### src/rtl/gray_pkg.sv
// Shared constants and binary/Gray conversion helpers for the Gray counter.
// The helpers work on 32-bit vectors; the width argument marks the live bits.
package gray_pkg;

  localparam int GRAY_DEFAULT_WIDTH = 4;

  function automatic logic [31:0] bin2gray(input logic [31:0] b, input int w);
    logic [31:0] g;
    g = '0;
    for (int i = 0; i < 32; i++) begin
      if (i < w - 1)       g[i] = b[i] ^ b[i+1];
      else if (i == w - 1) g[i] = b[i];
    end
    return g;
  endfunction

  // Each binary bit is the XOR of its Gray bit and the binary bit above it.
  function automatic logic [31:0] gray2bin(input logic [31:0] g, input int w);
    logic [31:0] b;
    b = '0;
    if (w > 31) b[31] = g[31];
    for (int i = 30; i >= 0; i--) begin
      if (i < w) b[i] = g[i] ^ b[i+1];
    end
    return b;
  endfunction

endpackage

### src/rtl/gray_encode.sv
// Combinational binary-to-Gray encoder, one XOR per bit.
module gray_encode #(
  parameter int WIDTH = 4
) (
  input  logic [WIDTH-1:0] bin,
  output logic [WIDTH-1:0] gray
);

  assign gray[WIDTH-1] = bin[WIDTH-1];

  for (genvar i = 0; i < WIDTH - 1; i++) begin : g_bit
    assign gray[i] = bin[i] ^ bin[i+1];
  end

endmodule

### src/rtl/gray_counter.sv
// Up/down Gray counter with synchronous Gray-coded load and a registered
// wrap pulse; binary and Gray views are registered on the same edge.
module gray_counter
  import gray_pkg::*;
#(
  parameter int               WIDTH = GRAY_DEFAULT_WIDTH,
  parameter logic [WIDTH-1:0] INIT  = '0
) (
  input  logic             clk,
  input  logic             rst_n,
  input  logic             en,
  input  logic             up,
  input  logic             load,
  input  logic [WIDTH-1:0] load_gray,
  output logic [WIDTH-1:0] bin_q,
  output logic [WIDTH-1:0] gray_q,
  output logic             wrap
);

  logic [WIDTH-1:0] bin_d;
  logic [WIDTH-1:0] gray_d;
  logic             wrap_d;
  logic             wrap_q;

  // Priority: load, then count, then hold.
  always_comb begin
    bin_d  = bin_q;
    wrap_d = 1'b0;
    if (load) begin
      bin_d = WIDTH'(gray2bin(32'(load_gray), WIDTH));
    end else if (en) begin
      if (up) begin
        bin_d  = bin_q + 1'b1;
        wrap_d = &bin_q;
      end else begin
        bin_d  = bin_q - 1'b1;
        wrap_d = ~|bin_q;
      end
    end
  end

  // Gray register follows the next binary value, so the two never skew.
  gray_encode #(.WIDTH(WIDTH)) u_enc (
    .bin  (bin_d),
    .gray (gray_d)
  );

  always_ff @(posedge clk or negedge rst_n) begin
    if (!rst_n) begin
      bin_q  <= INIT;
      gray_q <= INIT ^ (INIT >> 1);
      wrap_q <= 1'b0;
    end else begin
      bin_q  <= bin_d;
      gray_q <= gray_d;
      wrap_q <= wrap_d;
    end
  end

  assign wrap = wrap_q;

endmodule

### config.mk
export PLATFORM = sky130hd
export DESIGN_NAME = gray_counter
export DESIGN_NICKNAME = d
export VERILOG_FILES = /design/src/rtl/gray_pkg.sv /design/src/rtl/gray_encode.sv /design/src/rtl/gray_counter.sv
export SDC_FILE = /design/constraint.sdc
export NUM_CORES = 1
export LEC_CHECK = 0
export ABC_AREA = 1
export CAP_MARGIN = 20
export CELL_PAD_IN_SITES_DETAIL_PLACEMENT = 1
export CELL_PAD_IN_SITES_GLOBAL_PLACEMENT = 2
export CORE_UTILIZATION = 25
export CTS_CLUSTER_SIZE = 25
export DETAILED_ROUTE_END_ITERATION = 10
export GPL_TIMING_DRIVEN = 1
export PLACE_DENSITY = 0.88
export SYNTH_ARGS = -nofsm -noshare
export SYNTH_HDL_FRONTEND = slang
export SYNTH_SLANG_ARGS = --single-unit
### constraint.sdc
create_clock -name clk -period 2.3 [get_ports clk]
set_clock_uncertainty 0.15 [all_clocks]
set_input_delay 0.46 -clock clk [delete_from_list [all_inputs] [get_ports clk]]
set_output_delay 0.46 -clock clk [all_outputs]
set_load 0.02 [all_outputs]
==> CHANGELOG.md <==
### Physical design

- Final Setup Violations: 0
- Syn Area/Cell: 7.31 µm²
- Cell Pwr Density: 647 nW/µm²
- Final period utilization: 0.900
- Critical R2R Launch: bin_q[0]$_DFF_PN0_
- Pleak: 0.393 nW
- Buffers on Ports: 17
- Routed wl met2: 849 µm
- HP Class: input pin to asynchronous set/reset pin
- CP delay by family, top: simple AND/OR/NAND/NOR gates
- Diodes inserted: 0
- GP Congestion: 0.716
- Post-DP HPWL: 1.26 mm
- R2R Setup Slk: 460 ps
- VDD IR max: 374 µV
- Vias in the first global route: 596
- Slew headroom: 0.744
- Data arrival time of the critical path: 2070 ps
- Post-route cell area: 782 µm²
- Synth-to-Final Area Change: 40.8%
- Seq cells post-synth: 8
- Clk slew on worst S/H paths: 60 ps
- Worst-path maximum fanout: 3
- Met1 wire length: 585 µm
- Synth unique cells: 21
- Slowest stage delay, CP: 540 ps
- Hold slack: 333 ps
- Ys cells: 76
- Setup Buffers After CTS: 0
- Insertion Delay late pin: 260 ps
- CTS Hold Bufs: 0
- Pre-CTS WS: -68.1 ps
- CTS Buf Count: 3
- CP startpoint: up
- Wire length per cell: 12.2 µm
- Worst Tran Pin Value: 383 ps
- Pins over their slew limit: 0
- Root Buffer: clkbuf_4
- Fin crit period: 2070 ps
- CTS max path bufs: 2
- Post-Syn Area: 556 µm²
- Seq share, synth: 0.360
- Unrepaired setup endpoints after global routing: no
- Starting DRT DRC Count: 5
- YS warnings: 0
- GRT Resource Usage Total: 0.151
- Post-Syn Instances: 76
- # IOs: 18
- Initial DRT Pass Iterations: 4
- CP cell instances: clkdlybuf4s50_1, inv_1, ha_1, or2_1, nand3_1, nand3_1, nand2_1, nand2_1, nand2_1, nand2_1
- Clk sinks: 8
- Pin count of the biggest net entering global routing: 9
- Final hold violations: 0
- OpenROAD warning count: 26
- RR Endpoint: gray_q[0]$_DFF_PN0_
- # DRC: 0
- Worst Path Class, Setup: input pin to flop
- DP Area: 759 µm²
- Initial antenna violation count: 0
- GR Overflow Total: 0
- MaxCap Viol Count: 0
- CP dominant cell by count: nand2_1
- Top Metal Used: met4
- Worst path depth: 10
- Die width: 49.1 µm
- First-pass GRT wire length: 2.63 mm
- Pwr Total: 506 µW
- Avg Vias per Cell: 4.50
- Status: completed
- DRT antenna net count: 0
- Worst path bufs/invs: 2
- CP startpoint kind: input pin
- Syn nets: 88
- CP max-delay cell: clkdlybuf4s50_1
[kinds of logic after synthesis]
family | share of synthesized area
simple gates | 0.329
flops | 0.360
xor+xnor | 0.0158
buf+inv | 0.122
fa+ha+maj | 0.0811
compound gates | 0.0923
[Yosys cell counts (all sizes together)]
library cell	n	area share
inv	14	0.095
a21oi	2	0.025
fa	1	0.036
nor2	4	0.027
o21ai	6	0.068
buf	2	0.027
nand3	7	0.072
ha	2	0.045
or2	1	0.011
xnor2	1	0.016
nand3b	1	0.014
nand2	25	0.18
dfrtp	8	0.36
nand4	1	0.011
nor4	1	0.011
[layout by cell type, fill, tap and decap left out, drive strengths merged]
master,synthesis,routed
a21oi,2,2
buf,2,2
clkbuf,0,3
clkdlybuf4s50,0,17
dfrtp,8,8
fa,1,1
ha,2,2
inv,14,14
nand2,25,25
nand3,7,7
nand3b,1,1
nand4,1,1
nor2,4,4
nor4,1,1
o21ai,6,6
or2,1,1
xnor2,1,1
[per-stage QoR]
stage          setup TNS [ps]  instances
2_1_floorplan               0         76
3_3_place_gp            -15.0        120
3_5_place_dp            -68.1        120
4_1_cts                     0        123
5_1_grt                     0        123
6_report                    0        123
[routing by layer]
| layer | vias up | track usage |
|---|---|---|
| li1 | 277 | - |
| met1 | 258 | 0.147 |
| met2 | 16 | 0.297 |
| met3 | 2 | 0.0374 |
| met4 | 0 | 0.0588 |
| met5 | - | 0 |
[worst min path at each step]
stage / end / slack (ps)
finish: bin_q[3]$_DFF_PN0_ / 330
global route: bin_q[3]$_DFF_PN0_ / 360
CTS: bin_q[3]$_DFF_PN0_ / 340
detailed placement: wrap$_DFF_PN0_ / 580
global placement: bin_q[3]$_DFF_PN0_ / 560
floorplan: bin_q[0]$_DFF_PN0_ / 10
[worst reg2reg max path, cell delays in order (launching register included)]
cell     delay [ps]
dfrtp_1         470
inv_1           120
fa_1            460
nand2_1          70
o21ai_1          80
o21ai_2         210
inv_1            60
nand2_1          50
nand2_1          60
[power breakdown]
group / switching, mW / internal [mW] / leakage, nW
Clock: 0.0512 / 0.0599 / 0.0138
Combinational: 0.114 / 0.0955 / 0.283
Sequential: 0.0226 / 0.163 / 0.0962
Total: 0.187 / 0.319 / 0.393
[flip-flops by register name, summed over array words and instances, names as in the netlist]
| register | count |
|---|---|
| bin_q | 4 |
| gray_q | 3 |
| wrap | 1 |
[layout make-up]
| class | count | area (µm²) |
|---|---|---|
| flip-flops and latches | 8 | 200 |
| well taps | 27 | 33.8 |
| multi-input cells | 52 | 288 |
| repair buffers | 19 | 185 |
| fillers | 255 | 1240 |
| clock buffers | 3 | 22.5 |
| inverters | 14 | 52.6 |
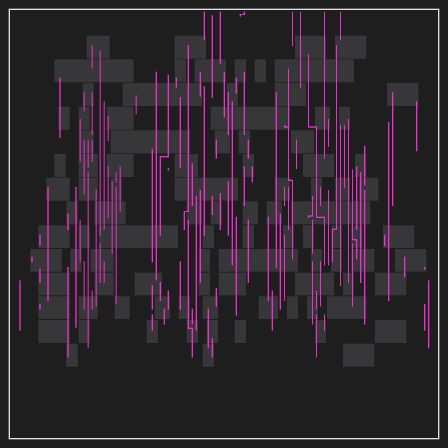
Figure 1: met2 routing.
Cells faint in the background.
The layer carries 850 µm of wire. The longest straight run is 23.8 µm. The layer holds 57% of the routed length. The wires run mostly vertical. 96 nets have wire on it.
DR vias: 553
met2 usage: 0.297
final wirelength: 1.50 mm

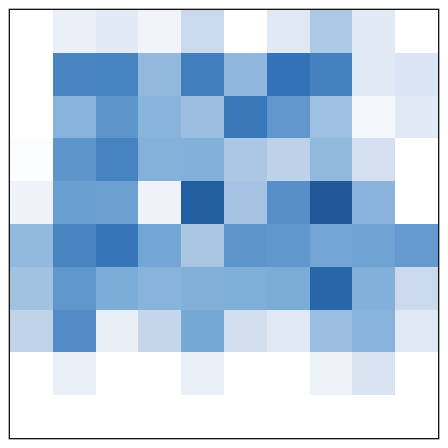
Figure 2: cell density map.
The die is cut into 10 by 10 equal tiles; white is low, dark blue is high, 0 to 100% covered.
24% of the tiles are nearly empty. The mean over all tiles is 31%. The fullest tile reaches 84%. 3.0% of the tiles are over 75% full.
Util after Layout: 0.387
core area: 2020 µm²
fp util: 0.275

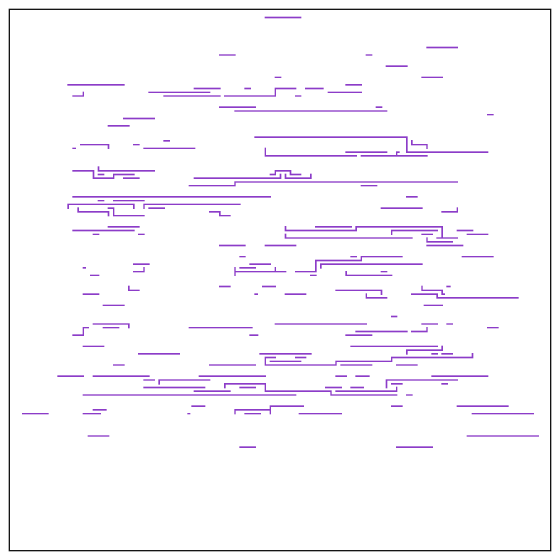
Figure 3: metal 1.
90 nets have wire on it. The layer holds 39% of the routed length. The layer carries 586 µm of wire.
met1 Track Usage GR: 0.147

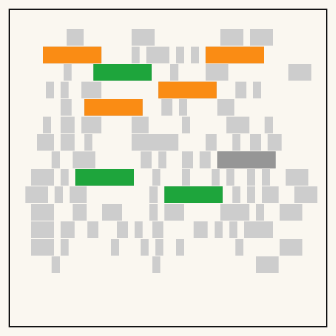
Figure 4: where the registers sit.
Other sequential cells in the stronger grey, the rest of the logic in the fainter grey.
Key: orange = bin_q [placed flops 4]; green = gray_q [placed flops 3]
Another 1 sequential cells are not coloured.
Seq area share: 0.256
Power Sequential: 186 µW
Reg area: 200 µm²

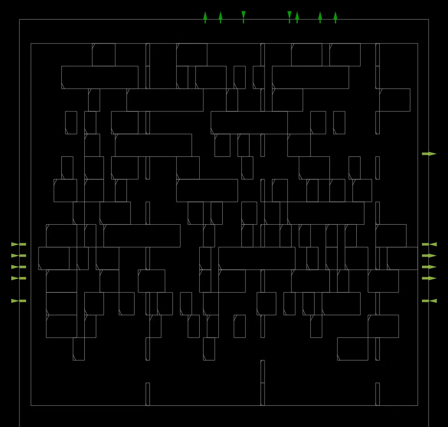
Figure 5: placement view.
row count: 16
Taps Inserted: 27
filler cell count: 255
post-route insts no fill: 123

No activity file was given, so power comes from the tool's default toggle rates.
